<file path="config.mk">
export PLATFORM = sky130hd
export DESIGN_NAME = calc_sequencer
export DESIGN_NICKNAME = d
export VERILOG_FILES = /design/src/rtl/calc_pkg.sv /design/src/rtl/calc_cmd_fifo.sv /design/src/rtl/calc_sequencer.sv
export SDC_FILE = /design/constraint.sdc
export NUM_CORES = 1
export LEC_CHECK = 0
export CORE_ASPECT_RATIO = 1.75
export CORE_MARGIN = 2
export CORE_UTILIZATION = 57
export DETAILED_ROUTE_END_ITERATION = 8
export PLACE_DENSITY_LB_ADDON = 0.1
export SETUP_SLACK_MARGIN = 0.2
export SLEW_MARGIN = 20
export SYNTH_ARGS = -nofsm -noshare
export SYNTH_HDL_FRONTEND = slang
export SYNTH_SLANG_ARGS = --single-unit
</file>
<file path="constraint.sdc">
create_clock -name clock -period 4.35 [get_ports clock]
set_input_delay 0.6525 -clock clock [delete_from_list [all_inputs] [get_ports clock]]
set_output_delay 0.6525 -clock clock [all_outputs]
set_load 0.01 [all_outputs]
</file>
<file path="src/rtl/calc_pkg.sv">
// Shared encodings and the command record for the calculator command sequencer.
// The FIFO and the issue FSM both move commands around as calc_cmd_t.
package calc_pkg;

   localparam logic [1:0] OP_ADD = 2'b00;
   localparam logic [1:0] OP_SUB = 2'b01;
   localparam logic [1:0] OP_XOR = 2'b10;
   localparam logic [1:0] OP_SHL = 2'b11;

   localparam int CMD_W = 5;

   typedef enum logic [1:0] {
      IDLE  = 2'b00,
      DRIVE = 2'b01,
      GAP   = 2'b10
   } issue_state_e;

   typedef struct packed {
      logic [1:0] op;
      logic [2:0] operand;
   } calc_cmd_t;

endpackage

</file>
<file path="src/rtl/calc_cmd_fifo.sv">
// Small circular command FIFO: one push and one pop per cycle, synchronous flush.
// The occupancy counter is one bit wider than the pointers so that full and empty are unambiguous.
module calc_cmd_fifo
   import calc_pkg::*;
#(
   parameter int DEPTH = 4
) (
   input  logic      clock,
   input  logic      reset,
   input  logic      push,
   input  calc_cmd_t push_data,
   input  logic      pop,
   input  logic      flush,
   output calc_cmd_t head,
   output logic      full,
   output logic      empty
);

   localparam int AW = (DEPTH > 1) ? $clog2(DEPTH) : 1;
   localparam logic [AW:0] FULL_CNT = (AW + 1)'(DEPTH);

   calc_cmd_t     mem_q [DEPTH];
   calc_cmd_t     mem_d [DEPTH];
   logic [AW-1:0] wr_ptr_q, wr_ptr_d;
   logic [AW-1:0] rd_ptr_q, rd_ptr_d;
   logic [AW:0]   count_q, count_d;
   logic          do_push_s, do_pop_s;

   assign full      = (count_q == FULL_CNT);
   assign empty     = (count_q == '0);
   assign head      = mem_q[rd_ptr_q];
   assign do_push_s = push && !flush && !full;
   assign do_pop_s  = pop && !flush && !empty;

   // Flush wins over a same-cycle push or pop; pointers wrap naturally at DEPTH.
   always_comb begin
      mem_d    = mem_q;
      wr_ptr_d = wr_ptr_q;
      rd_ptr_d = rd_ptr_q;
      count_d  = count_q;
      if (flush) begin
         wr_ptr_d = '0;
         rd_ptr_d = '0;
         count_d  = '0;
      end else begin
         if (do_push_s) begin
            mem_d[wr_ptr_q] = push_data;
            wr_ptr_d        = wr_ptr_q + 1'b1;
         end else begin
            wr_ptr_d = wr_ptr_q;
         end
         if (do_pop_s) begin
            rd_ptr_d = rd_ptr_q + 1'b1;
         end else begin
            rd_ptr_d = rd_ptr_q;
         end
         case ({do_push_s, do_pop_s})
            2'b10:   count_d = count_q + 1'b1;
            2'b01:   count_d = count_q - 1'b1;
            default: count_d = count_q;
         endcase
      end
   end

   always_ff @(posedge clock or negedge reset) begin
      if (!reset) begin
         for (int i = 0; i < DEPTH; i++) begin
            mem_q[i] <= '0;
         end
         wr_ptr_q <= '0;
         rd_ptr_q <= '0;
         count_q  <= '0;
      end else begin
         mem_q    <= mem_d;
         wr_ptr_q <= wr_ptr_d;
         rd_ptr_q <= rd_ptr_d;
         count_q  <= count_d;
      end
   end

endmodule

</file>
<file path="src/rtl/calc_sequencer.sv">
// Round-robin command scheduler in front of the accumulator datapath.
// Two requesters feed a command FIFO; an issue FSM emits one en pulse per command with a gap after it.
module calc_sequencer
   import calc_pkg::*;
#(
   parameter int DEPTH = 4,
   parameter int CNT_W = 8
) (
   input  logic             clock,
   input  logic             reset,
   input  logic             req0_valid,
   input  logic [1:0]       req0_op,
   input  logic [2:0]       req0_operand,
   output logic             req0_ready,
   input  logic             req1_valid,
   input  logic [1:0]       req1_op,
   input  logic [2:0]       req1_operand,
   output logic             req1_ready,
   input  logic             flush,
   output logic             calc_en,
   output logic [1:0]       calc_op,
   output logic [2:0]       calc_in,
   output logic             busy,
   output logic [CNT_W-1:0] issued_count
);

   issue_state_e     state_q, state_d;
   logic             rr_ptr_q, rr_ptr_d;
   logic             calc_en_q, calc_en_d;
   logic [1:0]       calc_op_q, calc_op_d;
   logic [2:0]       calc_in_q, calc_in_d;
   logic [CNT_W-1:0] issued_count_q, issued_count_d;
   logic             grant0_s, grant1_s, push_s, pop_s;
   logic             fifo_full_s, fifo_empty_s;
   calc_cmd_t        push_cmd_s, head_s;

   calc_cmd_fifo #(.DEPTH(DEPTH)) u_fifo (
      .clock     (clock),
      .reset     (reset),
      .push      (push_s),
      .push_data (push_cmd_s),
      .pop       (pop_s),
      .flush     (flush),
      .head      (head_s),
      .full      (fifo_full_s),
      .empty     (fifo_empty_s)
   );

   // Arbiter: rr_ptr_q low favours req0; full is the registered state, so no push-through-pop.
   always_comb begin
      grant0_s = 1'b0;
      grant1_s = 1'b0;
      rr_ptr_d = rr_ptr_q;
      if (!flush && !fifo_full_s) begin
         if (req0_valid && (!req1_valid || !rr_ptr_q)) begin
            grant0_s = 1'b1;
            rr_ptr_d = 1'b1;
         end else if (req1_valid) begin
            grant1_s = 1'b1;
            rr_ptr_d = 1'b0;
         end else begin
            rr_ptr_d = rr_ptr_q;
         end
      end else begin
         rr_ptr_d = rr_ptr_q;
      end
      push_s             = grant0_s || grant1_s;
      push_cmd_s.op      = grant1_s ? req1_op : req0_op;
      push_cmd_s.operand = grant1_s ? req1_operand : req0_operand;
   end

   // Issue FSM: a pop only happens outside DRIVE, which guarantees the low gap after each pulse.
   always_comb begin
      state_d        = state_q;
      pop_s          = 1'b0;
      calc_op_d      = calc_op_q;
      calc_in_d      = calc_in_q;
      issued_count_d = issued_count_q;
      case (state_q)
         IDLE, GAP: begin
            if (!fifo_empty_s && !flush) begin
               pop_s     = 1'b1;
               calc_op_d = head_s.op;
               calc_in_d = head_s.operand;
               state_d   = DRIVE;
            end else begin
               state_d = IDLE;
            end
         end
         DRIVE: begin
            issued_count_d = issued_count_q + 1'b1;
            state_d        = GAP;
         end
         default: state_d = IDLE;
      endcase
      calc_en_d = (state_d == DRIVE);
   end

   always_ff @(posedge clock or negedge reset) begin
      if (!reset) begin
         state_q        <= IDLE;
         rr_ptr_q       <= 1'b0;
         calc_en_q      <= 1'b0;
         calc_op_q      <= 2'b00;
         calc_in_q      <= 3'b000;
         issued_count_q <= '0;
      end else begin
         state_q        <= state_d;
         rr_ptr_q       <= rr_ptr_d;
         calc_en_q      <= calc_en_d;
         calc_op_q      <= calc_op_d;
         calc_in_q      <= calc_in_d;
         issued_count_q <= issued_count_d;
      end
   end

   assign req0_ready   = grant0_s;
   assign req1_ready   = grant1_s;
   assign calc_en      = calc_en_q;
   assign calc_op      = calc_op_q;
   assign calc_in      = calc_in_q;
   assign issued_count = issued_count_q;
   assign busy         = !fifo_empty_s || (state_q != IDLE);

endmodule

</file>
==> notes.md, run 1 <==
Quick summary of the implementation run below.

The flow ran to the end, and the final reports show no timing, DRC or antenna violations. The largest cell class by area is flip-flops and latches. Per the skew report, the later register of the worst-skew pair sees a clock latency of 290 ps. The count of pins over their slew limit is 0. The worst setup path is captured at an output port. The number of buffers added on ports came out at 31. The portion of the layout cell area used by clock cells came out at 4.72%.

The die outline width is 50.1 µm. In this run, the synthesized area fraction spent on and/or/nand/nor cells is recorded as 14.0%. On the final layout, the worst clock skew is 6.09 ps. The leakage component of the power was reported as 1.14 nW.

Per the post-place timing report, worst setup slack is 1070 ps. The H-tree was split into 2 levels. The global-route congestion overflow total came out at 0. For the worst reg-to-reg path, the startpoint reported by OpenROAD is u_fifo.count_q[0]. The timing report shows the most common cell along the critical path to be clkdlybuf4s50_1.

In the power breakdown, the biggest contributor is registers. The number of nets at floorplan came out at 190. The non-filler instance count after layout came out at 248. The main area contributors are dfrtp_1 (52%), mux2_2 (12%), mux4_2 (5.3%), nand2_1 (4.8%), xnor2_1 (3.7%). The endpoint arrival time on the critical path is 2620 ps.

Endpoints with negative setup slack in the final report add up to 0. Per the detail_route log, met2 wirelength is 2.27 mm. Per the OpenROAD floorplan log, the height of the die is 84.6 µm. The launching element of the worst setup path is flush. The script computed the net switching share of total power as 32.4%. The switching power total is 0.000545 W. The post-synthesis cell type with the largest instance count is dfrtp_1. The DRC violation total left in the routed layout is recorded as 0.

The critical path start-end classification is input pin to output port. The area fraction in xor and xnor cells is 4.97%. The capture point of the worst register-to-register path is recorded as u_fifo.count_q[2].

The plain and repair buffers instantiated in the layout total 31. The initial antenna violation count was 0. The origin of the worst min-delay path is calc_in[2]. The via total after detailed routing is 1,348. For this design, the CTS-stage hold fixing added 0 buffers. The setup TNS came out at 0 ps.

The root buffer cell chosen for the clock tree is clkbuf_8. The layout report lists the combined flip-flop and latch area as 1100 µm². For reference, the top logic cell family by area is multiplexers. The stage logs contain a warning count of 29. The combinational power reported by the tool is 0.000620 W. The slew at the pin closest to its max-slew limit came out at 972 ps. Across the whole layout, storage elements make up 42.8% of the cell area.

Looking at the hold checks, the worst path lands on calc_in[2]. The final net count came out at 222. For this run, the chip area from Yosys synthesis comes to 2120 µm². For this design, the sink count on the clock tree is 44. Counting only logic cells after layout, the most numerous master is dfrtp_1. The multiplexer share of the synthesized area came out at 20.0%. Per the final layout report, the fraction of cells sized above drive strength 1 comes to 21.8%. In this run the register-to-register setup slack is 1910 ps. The report lists the number of standard-cell rows as 29. The relative contribution of the clock network to total power came out at 19.5%. The count of endpoints failing hold in the final timing report is 0. The worst hold path belongs to the class flip-flop to flip-flop. The met1 usage in global routing is 27.2%. The power per unit of standard cell area came out at 652 nW/µm².

The routed wirelength on the met1 layer is recorded as 1.66 mm. The instance count after placement with tap cells included is 240. The internal cell power is 0.00113 W. The number of gates resized after cts is 0. The number of cells on the critical path is 3.

The floorplan step defined a die boundary enclosing 4230 µm². The commonest cells after synthesis are dfrtp_1 (44), nand2_1 (27), mux2_2 (22), xnor2_1 (9), nor2_1 (7). The post-synthesis async set-or-reset flop share came out at 100%.

At the floorplan stage, the core utilization is reported as 58.9%. The post-placement cell area came out at 2450 µm². The total wirelength of the detailed-routed design is 4.09 mm.

The critical path's slowest stage uses the library cell nor4b_4. The final cycle utilization of the critical path is 75.3%. Synthesis handed over a netlist of 169 instances. The clock network power came out at 0.000328 W.

In this run the remaining antenna-violating nets after routing total 0. TritonCTS built the clock tree. The power share of the sequential group is 43.5%. The number of cells on the worst reg-to-reg path is 7. Grouping stages by cell kind, the critical path spends the most delay in buffers and inverters. The number of setup buffers added after CTS is 0. The number of clock buffers added by TritonCTS is 5. The power dissipated in sequential cells came out at 0.000731 W. The time the final worst path needs with I/O delays and setup came out at 3270 ps. The pin count of the biggest net entering global routing came out at 45.

The distinct cell type count of the synthesized netlist came out at 34. The number of top-level pins came out at 32. The end point of the critical path is req1_ready.

In this run, the synthesized area fraction spent on AND-OR/OR-AND gates is recorded as 2.84%. The flow reports that combinational logic draws 36.9% of the design power. The met3 layer wire length in the routed design came out at 117 µm. The commonest register cell is dfrtp_1. The most common logic cells in the final layout are dfrtp_1 (44), clkdlybuf4s50_1 (30), nand2_1 (27), mux2_2 (22), xnor2_1 (9). There are 44 flip-flops and latches. The wire length of the first global-routing pass is 7.11 mm.

The mean routed wirelength per cell is 16.5 µm. The reported max-cap violation count is 0. The portion of the layout cell area used by non-clock buffers is 11.9%. The number of flip-flops in the largest register is 20. The post-DP HPWL came out at 3.05 mm.

The synthesized design spends more area on one cell type than any other, namely dfrtp_1. The worst max-slew margin expressed relative to the limit is 35.2%. The worst-path maximum fanout came out at 10. Counting flops with a built-in enable in the synthesized netlist gives 0. The post-synthesis sequential element count is 44.

The via count of the first global-routing pass is 1,521. The number of tapcells is 46. The number of non-clock inverters in the layout came out at 6. Static timing analysis puts the maximum clock frequency at 0.305 GHz.

The number of clock buffers in the layout came out at 6. Walking the worst path, the cells encountered are clkdlybuf4s50_1 -> nor4b_4 -> clkdlybuf4s50_1. The logic gate fraction of the total cell area is 37.5%.

Hold timing on the final database bottoms out at a slack of 480 ps. The repair_antennas step left the layout with diodes totalling 0. For this run, the slowest stage of the critical path takes 670 ps.
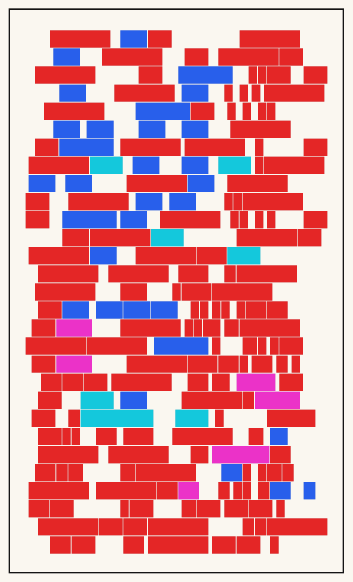
*Sizing map, run 1*
legend:
  _3 and _4 cells:
    colour: magenta
    cells: 6
    share: 3.0%
  _6 and larger:
    colour: cyan
    cells: 7
    share: 3.5%
  _0 and _1 cells:
    colour: red
    cells: 158
    share: 78%
  _2 cells:
    colour: blue
    cells: 31
    share: 15%
final design instance area without fill: 2570 µm²
layout-stage area growth over the synthesis result: 21.6%

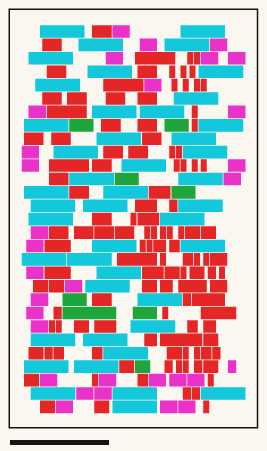
*Placed cells, one colour a class, run 1*
Bar = 20 µm.
legend:
  remaining buffers and delay cells:
    colour: magenta
    cells: 31
    share_of_their_area: 12%
  combinational and other logic:
    colour: red
    cells: 119
    share_of_their_area: 39%
  clock drivers and dummy loads:
    colour: green
    cells: 8
    share_of_their_area: 4.8%
  sequential cells:
    colour: cyan
    cells: 44
    share_of_their_area: 44%

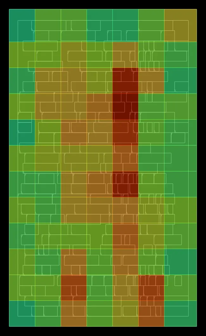
*Congestion heat map, run 1*
final standard cell utilization of the core: 71.6%
global router's overall resource usage: 22.2%
met3 demand-to-capacity share in global routing: 4.63%
global route hottest layer: met2
met2 layer usage reported by global route: 37.7%

--- run 2 (diff from run 1) ---
- CORE_UTILIZATION: 57 -> 53
- clock period: 4.35 -> 3.29 ns (I/O delays scaled with it)
==> notes.md, run 2 <==
Quick summary of the implementation run below.

The sum of routed wire segments on met1 is 1.68 mm (+1.1%). The number of setup buffers added after CTS is 0 (unchanged). The capture point of the worst register-to-register path is recorded as u_fifo.count_q[2]. The final cycle utilization of the critical path came out at 80.7%. The group drawing the most power is registers. Sorting the Yosys area breakdown by cell type puts at the top dfrtp_1.

The OpenROAD warning count is 29 (unchanged). The post-synthesis sequential element count came to 44 (unchanged). The mean routed wirelength per cell came to 16.8 µm (+2.0%). The residual DRC count is 0 (unchanged).

The flop share of the area came out at 42.9% (+0.10 points). The number of nets at floorplan is 190 (unchanged). The internal cell power is 0.00142 W (+26%). The cell row count is 30 (+3.4%). The most common logic cell in the final layout is dfrtp_1. The end point of the critical path is req1_ready.

The power dissipated in sequential cells is 0.000966 W (+32%). The number of flip-flops in the largest register came to 20 (unchanged). The highest-delay cell along the critical path is clkdlybuf4s50_1.

The worst-path maximum fanout is 10 (unchanged). The number of gates resized after cts came out at 0 (unchanged). The combined flip-flop and latch cell area came out at 1100 µm² (unchanged). The via total after detailed routing was 1,375 (+2.0%). The area figure in the yosys stat output came out at 2120 µm² (unchanged).

The fraction of power spent switching nets is 33.5% (+1.1 points). The number of instances in the synthesized netlist came out at 169 (unchanged). The number of hold-repair buffers added at the cts stage is 0 (unchanged). The non-filler instance count after layout came out at 252 (+1.6%).

The power per unit of standard cell area is 835 nW/µm² (+28%). The overall track demand over capacity in global routing was 22.3% (+0.052 points). The met3 layer wire length in the routed design was 114 µm (-2.6%).

The routed wire length on met2 is 2.36 mm (+4.0%). The signal on the critical path passes through clkdlybuf4s50_1 -> nor4b_4 -> clkdlybuf4s50_1. The post-synthesis async set-or-reset flop share is 100% (unchanged).

The worst clock skew on the final layout is 12.9 ps (+6.77 ps). The number of cells on the critical path is 3 (unchanged). The most numerous cell type found on the critical path is clkdlybuf4s50_1. The area share of and-or/or-and cells after synthesis is 2.84% (unchanged). The number of non-clock inverters in the layout came out at 6 (unchanged).

The via count of the first global-routing pass is 1,498 (-1.5%). The total die size came out at 4530 µm² (+7.1%). The setup TNS is 0 ps (unchanged). The number of tapcells came out at 48 (+4.3%). The reported max-cap violation count came to 0 (unchanged). The critical path in this run is classified as input pin to output port. The class of the worst hold path is input pin to async pin. The worst slack at placement is 323 ps (-747 ps). The core occupancy in the finished layout came out at 66.4% (-5.2 points). The initial antenna violation count was 0 (unchanged). The post-DP HPWL came out at 3.13 mm (+2.6%). The portion of the layout cell area used by non-clock buffers came out at 12.5% (+0.61 points). The multiplexer share of the synthesized area came out at 20.0% (unchanged). The clock network power is 0.000356 W (+8.5%). The fill cell instance count of the final layout came out at 304. The distinct cell type count of the synthesized netlist was 34 (unchanged). The count of endpoints failing hold in the final timing report is 0 (unchanged).

The logic gate fraction of the total cell area was 37.6% (+0.092 points). The cell family with the largest share of critical-path delay is buffers and inverters. The part of the power in combinational logic was 38.3% (+1.4 points). The number of inserted diodes is 0 (unchanged). The TritonCTS clock tree is built.

Sorting the synthesized cells by area gives the leading types as dfrtp_1 (52%), mux2_2 (12%), mux4_2 (5.3%), nand2_1 (4.8%), xnor2_1 (3.7%). The basic-gate share of the synthesized area counting and, or, nand and nor cells came out at 14.0% (unchanged). The power drawn by the combinational cells came out at 0.000822 W (+33%).

The dominant register cell in the synthesized netlist is dfrtp_1. The slew at the pin closest to its max-slew limit was 985 ps (+12.3 ps). The fraction of final layout cells with drive strength greater than 1 came out at 22.5% (+0.77 points).

The height of the die was 87.6 µm (+3.5%). The residual antenna-violating net count after detailed routing is 0 (unchanged). The area growth from synthesis to layout is 21.3%. The setup violation total in the final timing report was 0 (unchanged). The count of pins over their slew limit is 0 (unchanged). The worst setup path is launched from an input pin. The endpoint arrival time on the critical path came out at 2160 ps (-460 ps). The number of buffers added by the clock tree synthesis step is 5 (unchanged).

The switching power total is 0.000719 W (+32%). The H-tree depth is 2 (unchanged). The sequential cell count of the final layout was 44 (unchanged). The global-route congestion overflow total came to 0 (unchanged). The minimum hold slack was 355 ps (-124 ps). The later-pin clock latency in the skew report was 300 ps (about the same). The starting density of the core is 54.7% (-4.2 points). Per the timing report, the most critical flop-to-flop path originates at u_fifo.count_q[0]. The clock tree root driver cell is clkbuf_8. Ranking logic cells in the layout by count gives the top entries dfrtp_1 (44), clkdlybuf4s50_1 (30), nand2_1 (27), mux2_2 (22), xnor2_1 (9). After global routing, the most crowded layer is met2. The die outline width is 51.8 µm (+3.4%). The number of cells on the worst reg-to-reg path came out at 7 (unchanged).

The time the final worst path needs with I/O delays and setup is 2660 ps. In the synthesized netlist, the dominant kind of combinational cell is multiplexers. The largest cell class by area is flip-flops and latches. After synthesis, the most frequently instantiated cells are dfrtp_1 (44), nand2_1 (27), mux2_2 (22), xnor2_1 (9), nor2_1 (7).

The highest clock frequency the design can meet is 0.377 GHz. The final net count came out at 224 (+0.90%). The post-route cell area came out at 2570 µm² (-0.24%). The worst max-slew margin expressed relative to the limit came out at 34.4% (-0.82 points).

The number of top-level pins is 32 (unchanged). The longest individual stage delay on the worst path is 650 ps (-20 ps). The instance count after placement with tap cells included is 244 (+1.7%). The clock net sink count came out at 44 (unchanged). Looking at the gate-level netlist, the highest instance count belongs to dfrtp_1. The power share of the sequential group came out at 45.1% (+1.6 points). The standby leakage power came to 1.14 nW (-0.68%). The run finished with clean final reports. The worst reg-to-reg setup slack came out at 840 ps (-1070 ps).

The number of synthesized flops with an enable pin is 0 (unchanged). The number of ordinary and repair buffers in the finished layout came out at 33 (+6.5%). The wire length of the first global-routing pass came out at 7.25 mm (+1.9%). The category of the worst setup path capture point is an output port. The relative contribution of the clock network to total power is 16.6% (-2.9 points).
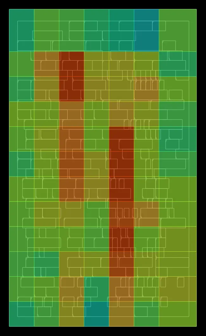
*Congestion heat map, run 2*
met3 demand-to-capacity share in global routing: 4.61%
met2 layer usage reported by global route: 39.4%
global routing usage on met1: 25.6%

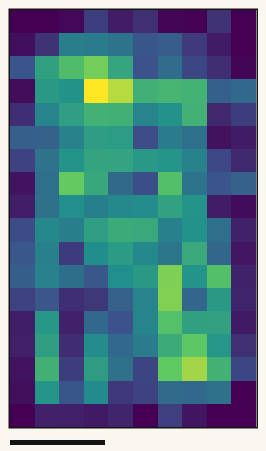
*Wiring heat map, run 2*
Bar = 20 µm. The die is cut into 10 by 18 equal tiles; dark purple is low, yellow is high, scaled to the fullest tile. Values are wire area over tile area, all layers added.
nearly empty tiles: 6.7%
tiles over half the peak: 30%
mean over tiles: 0.14
fullest tile: 0.41
densest ninth of the die: centre

No activity file was given, so power comes from the tool's default toggle rates.
